M1 wires:
Supply wires on this layer in gray.
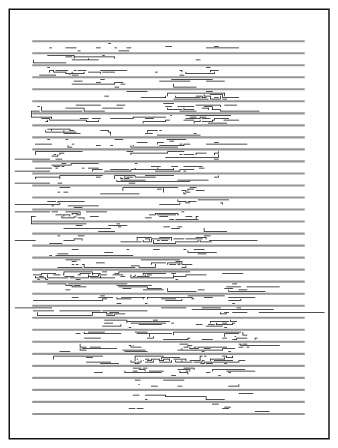
The metal 2 layer:
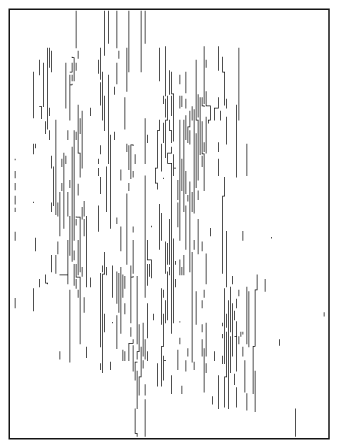
M3 wires:
Bar = 20 um. Cells faint in the background.
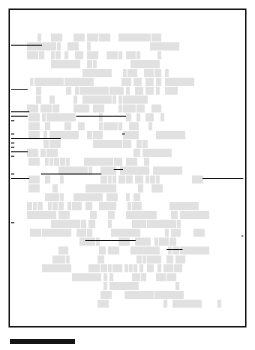
Selected gate families:
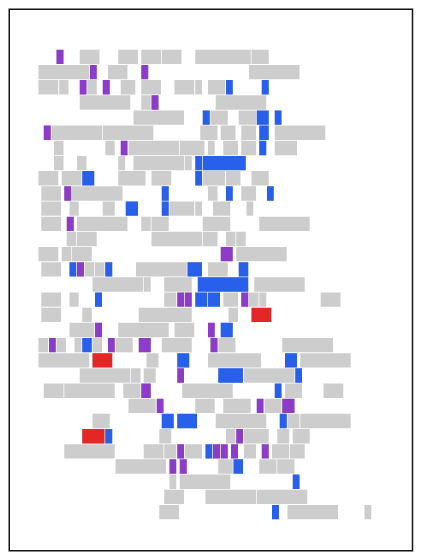
Clock nets:
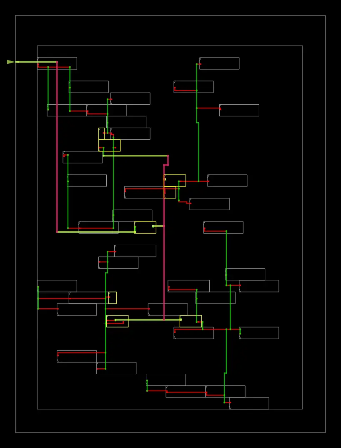
File: src/rtl/hd44780_pkg.sv
// Shared types and constants for the HD44780 write-only controller:
// FSM state encoding, the power-on init ROM and the long-wait command decode.
package hd44780_pkg;

  typedef enum logic [2:0] {
    PWRUP,
    INIT,
    SETUP,
    EHIGH,
    WAIT,
    IDLE
  } state_e;

  localparam int INIT_LEN = 6;
  localparam int IDX_W    = $clog2(INIT_LEN);

  // function set 8-bit/2-line (x3), display on, clear, entry mode increment
  localparam logic [7:0] INIT_ROM [INIT_LEN] = '{8'h38, 8'h38, 8'h38, 8'h0C, 8'h01, 8'h06};

  localparam logic [7:0] CMD_CLEAR = 8'h01;
  localparam logic [7:0] CMD_HOME  = 8'h02;

  // Clear (0x01) and return-home (0x02/0x03) need the long execution delay.
  function automatic logic is_long_wait(input logic rs, input logic [7:0] data);
    return !rs && ((data == CMD_CLEAR) || (data[7:1] == CMD_HOME[7:1]));
  endfunction

endpackage

File: src/rtl/hd44780_byte_wr.sv
// One LCD bus write: SETUP -> EHIGH -> WAIT, each phase paced by tick.
// RS/DATA are latched on start and held until the next start.
module hd44780_byte_wr #(
  parameter int CMD_WAIT_TICKS  = 1,
  parameter int LONG_WAIT_TICKS = 4,
  parameter int CNT_W           = 4
) (
  input  logic       clkIn,
  input  logic       rst,
  input  logic       tick,
  input  logic       start,
  input  logic       rs,
  input  logic [7:0] data,
  output logic       busy,
  output logic       done,
  output logic       lcd_rs,
  output logic       lcd_e,
  output logic [7:0] lcd_data
);
  import hd44780_pkg::*;

  state_e           state_q, state_d;
  logic [CNT_W-1:0] cnt_q, cnt_d;
  logic             rs_q, rs_d;
  logic [7:0]       data_q, data_d;
  logic             e_q, e_d;

  always_ff @(posedge clkIn or posedge rst) begin
    if (rst) begin
      state_q <= IDLE;
      cnt_q   <= '0;
      rs_q    <= 1'b0;
      data_q  <= 8'h00;
      e_q     <= 1'b0;
    end else begin
      state_q <= state_d;
      cnt_q   <= cnt_d;
      rs_q    <= rs_d;
      data_q  <= data_d;
      e_q     <= e_d;
    end
  end

  always_comb begin
    state_d = state_q;
    cnt_d   = cnt_q;
    rs_d    = rs_q;
    data_d  = data_q;
    e_d     = e_q;
    done    = 1'b0;
    case (state_q)
      IDLE: begin
        if (start) begin
          state_d = SETUP;
          rs_d    = rs;
          data_d  = data;
        end
      end
      SETUP: begin
        if (tick) begin
          state_d = EHIGH;
          e_d     = 1'b1;
        end
      end
      EHIGH: begin
        if (tick) begin
          state_d = WAIT;
          e_d     = 1'b0;
          cnt_d   = is_long_wait(rs_q, data_q) ? CNT_W'(LONG_WAIT_TICKS) : CNT_W'(CMD_WAIT_TICKS);
        end
      end
      WAIT: begin
        // The tick that would take the count to zero also ends the byte.
        if (tick) begin
          if (cnt_q <= CNT_W'(1)) begin
            cnt_d   = '0;
            state_d = IDLE;
            done    = 1'b1;
          end else begin
            cnt_d = cnt_q - CNT_W'(1);
          end
        end
      end
      default: begin
        state_d = IDLE;
        e_d     = 1'b0;
      end
    endcase
  end

  assign busy     = (state_q != IDLE);
  assign lcd_rs   = rs_q;
  assign lcd_e    = e_q;
  assign lcd_data = data_q;

endmodule

File: src/rtl/hd44780_ctrl.sv
// HD44780 8-bit write-only controller: power-up delay, init ROM playback,
// then host bytes over a valid/ready handshake.
module hd44780_ctrl #(
  parameter int PWRUP_TICKS     = 100,
  parameter int CMD_WAIT_TICKS  = 1,
  parameter int LONG_WAIT_TICKS = 4
) (
  input  logic       clkIn,
  input  logic       rst,
  input  logic       tick,
  input  logic       wr_valid,
  input  logic       wr_rs,
  input  logic [7:0] wr_data,
  output logic       wr_ready,
  output logic       init_done,
  output logic       lcd_rs,
  output logic       lcd_rw,
  output logic       lcd_e,
  output logic [7:0] lcd_data
);
  import hd44780_pkg::*;

  localparam int MAX_TICKS = (PWRUP_TICKS > LONG_WAIT_TICKS) ? PWRUP_TICKS : LONG_WAIT_TICKS;
  localparam int CNT_W     = $clog2(MAX_TICKS) + 1;

  // Top-level states used: PWRUP, INIT, IDLE, and WAIT while a host byte is in flight.
  state_e           state_q, state_d;
  logic [CNT_W-1:0] pwr_cnt_q, pwr_cnt_d;
  logic [IDX_W-1:0] idx_q, idx_d;
  logic             wr_ready_q, wr_ready_d;
  logic             init_done_q, init_done_d;

  logic             byte_start;
  logic             byte_rs;
  logic [7:0]       byte_data;
  logic             byte_busy;
  logic             byte_done;

  always_ff @(posedge clkIn or posedge rst) begin
    if (rst) begin
      state_q     <= PWRUP;
      pwr_cnt_q   <= '0;
      idx_q       <= '0;
      wr_ready_q  <= 1'b0;
      init_done_q <= 1'b0;
    end else begin
      state_q     <= state_d;
      pwr_cnt_q   <= pwr_cnt_d;
      idx_q       <= idx_d;
      wr_ready_q  <= wr_ready_d;
      init_done_q <= init_done_d;
    end
  end

  always_comb begin
    state_d     = state_q;
    pwr_cnt_d   = pwr_cnt_q;
    idx_d       = idx_q;
    wr_ready_d  = wr_ready_q;
    init_done_d = init_done_q;
    byte_start  = 1'b0;
    byte_rs     = 1'b0;
    byte_data   = INIT_ROM[idx_q];
    case (state_q)
      PWRUP: begin
        if (tick) begin
          if (pwr_cnt_q >= CNT_W'(PWRUP_TICKS - 1)) begin
            pwr_cnt_d = '0;
            state_d   = INIT;
          end else begin
            pwr_cnt_d = pwr_cnt_q + CNT_W'(1);
          end
        end
      end
      INIT: begin
        // Launch init bytes on a tick so the bus only moves on tick edges.
        byte_start = tick && !byte_busy;
        if (byte_done) begin
          if (idx_q == IDX_W'(INIT_LEN - 1)) begin
            idx_d       = '0;
            state_d     = IDLE;
            wr_ready_d  = 1'b1;
            init_done_d = 1'b1;
          end else begin
            idx_d = idx_q + IDX_W'(1);
          end
        end
      end
      IDLE: begin
        byte_rs   = wr_rs;
        byte_data = wr_data;
        if (wr_valid && wr_ready_q) begin
          byte_start = 1'b1;
          wr_ready_d = 1'b0;
          state_d    = WAIT;
        end
      end
      WAIT: begin
        if (byte_done) begin
          wr_ready_d = 1'b1;
          state_d    = IDLE;
        end
      end
      default: begin
        state_d = PWRUP;
      end
    endcase
  end

  hd44780_byte_wr #(
    .CMD_WAIT_TICKS (CMD_WAIT_TICKS),
    .LONG_WAIT_TICKS(LONG_WAIT_TICKS),
    .CNT_W          (CNT_W)
  ) u_byte_wr (
    .clkIn   (clkIn),
    .rst     (rst),
    .tick    (tick),
    .start   (byte_start),
    .rs      (byte_rs),
    .data    (byte_data),
    .busy    (byte_busy),
    .done    (byte_done),
    .lcd_rs  (lcd_rs),
    .lcd_e   (lcd_e),
    .lcd_data(lcd_data)
  );

  assign wr_ready  = wr_ready_q;
  assign init_done = init_done_q;
  assign lcd_rw    = 1'b0;

endmodule

File: config.mk
export PLATFORM = sky130hd
export DESIGN_NAME = hd44780_ctrl
export DESIGN_NICKNAME = d
export VERILOG_FILES = /design/src/rtl/hd44780_pkg.sv /design/src/rtl/hd44780_byte_wr.sv /design/src/rtl/hd44780_ctrl.sv
export SDC_FILE = /design/constraint.sdc
export NUM_CORES = 1
export LEC_CHECK = 0
export CORE_ASPECT_RATIO = 1.4
export CORE_MARGIN = 5
export CORE_UTILIZATION = 35
export CTS_CLUSTER_DIAMETER = 150
export DETAILED_ROUTE_END_ITERATION = 12
export GPL_ROUTABILITY_DRIVEN = 0
export GPL_TIMING_DRIVEN = 0
export REMOVE_ABC_BUFFERS = 1
export SLEW_MARGIN = 20
export SYNTH_ARGS = -nofsm -noshare
export SYNTH_HDL_FRONTEND = slang
export SYNTH_SLANG_ARGS = --single-unit
File: constraint.sdc
create_clock -name clkIn -period 2.6 [get_ports clkIn]
set_input_delay 0.78 -clock clkIn [delete_from_list [all_inputs] [get_ports clkIn]]
set_output_delay 0.78 -clock clkIn [all_outputs]
set_load 0.02 [all_outputs]
==> job_summary.md <==
### Yosys + OpenROAD results

| Metric | Value |
|---|---|
| Status | `complete, no violations` |
| Cell count listed in synth_stat.txt | `202` |
| Well Taps | `66` |
| Count of final setup violators | `0` |
| Clock buffer count from CTS | `5` |
| Worst Setup SP | `tick` |
| Number of global-route vias before repair | `1510` |
| Final HPWL DP | `2864 um` |
| Net Sw Power | `1.050 mW` |
| Pre-CTS setup slack | `-849.4 ps` |
| Clk pwr share | `15.5%` |
| Post-Synth Simple-Gate Area | `24.24%` |
| Hold endpoint | `init_done` |
| Routed via count | `1489` |
| Worst hold stages | `1` |
| Iter 0 DRT Violations | `71` |
| Top Layer Used | `met4` |
| Number of synthesis warnings | `0` |
| Inverters | `9` |
| Final Non-Filler Cells | `295` |
| Cell-internal power | `1.479 mW` |
| Dominant synthesized flop cell | `dfrtp_1` |
| Most instantiated logic cell after routing | `dfrtp_1` |
| Clock Path Buffers | `2` |
| Clock transition at path regs | `80 ps` |
| Top cell category | `combinational gates` |
| R2R setup slack | `420 ps` |
| Via density | `5.047` |
| Total power | `2.528 mW` |
| Initial DRT Pass Iterations | `4` |
| Port bufs | `24` |
| Util after Layout | `44.85%` |
| RSZ-0062 raised after global routing | `false` |
| CP Max Fanout | `19` |
| WL per Instance | `13.14 um` |
| Distinct cell type count of the synthesized netlist | `47` |
| Final Max Slew Viols | `0` |
| Tcrit/Tclk final | `92.86%` |
| Hold path start | `init_done` |
| # fillers | `535` |
| Chip Area | `6972 um2` |
| Critical path launch point type | `input port` |
| Placed Area | `2203 um2` |
| Maxcap violations | `0` |
| N_diodes | `0` |
| Multi-In Gates | `148` |
| Register-to-Register Path Depth | `4` |
| Final net count | `245` |
| Mux frac, synth | `1.660%` |
| CP endpoint | `u_byte_wr.lcd_data[4]` |
| Global route hottest layer | `met2` |
-- 'M1 wires' (at the start) --
main direction	horizontal
nets with wire on the layer	214

-- 'the metal 2 layer' (at the start) --
main direction	vertical
nets with wire on the layer	202
share of all routed wire	50%

-- 'M3 wires' (at the start) --
nets with wire on the layer	18
wire length on this layer	122 um
longest straight run	18.2 um
wirelength, routed: 3875 um
met3 usage: 3.423%

-- 'selected gate families' (at the start) --
color	family	cells
blue	nor cells	39
red	mux cells	3
purple	nand cells	34

-- 'clock nets' (at the start) --
Post-Route Skew: 6.917 ps
clock network power: 0.393 mW
Clock Sinks: 36

[synth_stat cells, types with 3 or more instances]
cell type	n	area share, %
o211ai_1	4	1.6
nor3_1	4	1.1
clkbuf_1	8	1.6
nand2_1	30	6.0
ha_1	4	2.7
nor2_1	21	4.2
o21ai_0	15	4.0
inv_1	9	1.8
xor2_1	7	3.3
and3_1	3	1.0
nor2b_1	6	2.0
a21oi_1	9	2.4
xnor2_1	3	1.4
dfrtp_1	34	45
nor4_1	3	1.0
[worst max-delay path, cell delays in order]
cell and delay [ps]:
clkdlybuf4s50_1 720, nor2b_1 340, o2111ai_2 440, nand2_1 190
o21ai_0 90
[what timing repair did]
| item | in CTS | in global routing |
|---|---|---|
| endpoints found under the setup margin | 8 | 6 |
| resized | 2 | 1 |
| hold buffers | 0 | 0 |
| setup buffers | 0 | 3 |
No activity file was given, so power comes from the tool's default toggle rates.
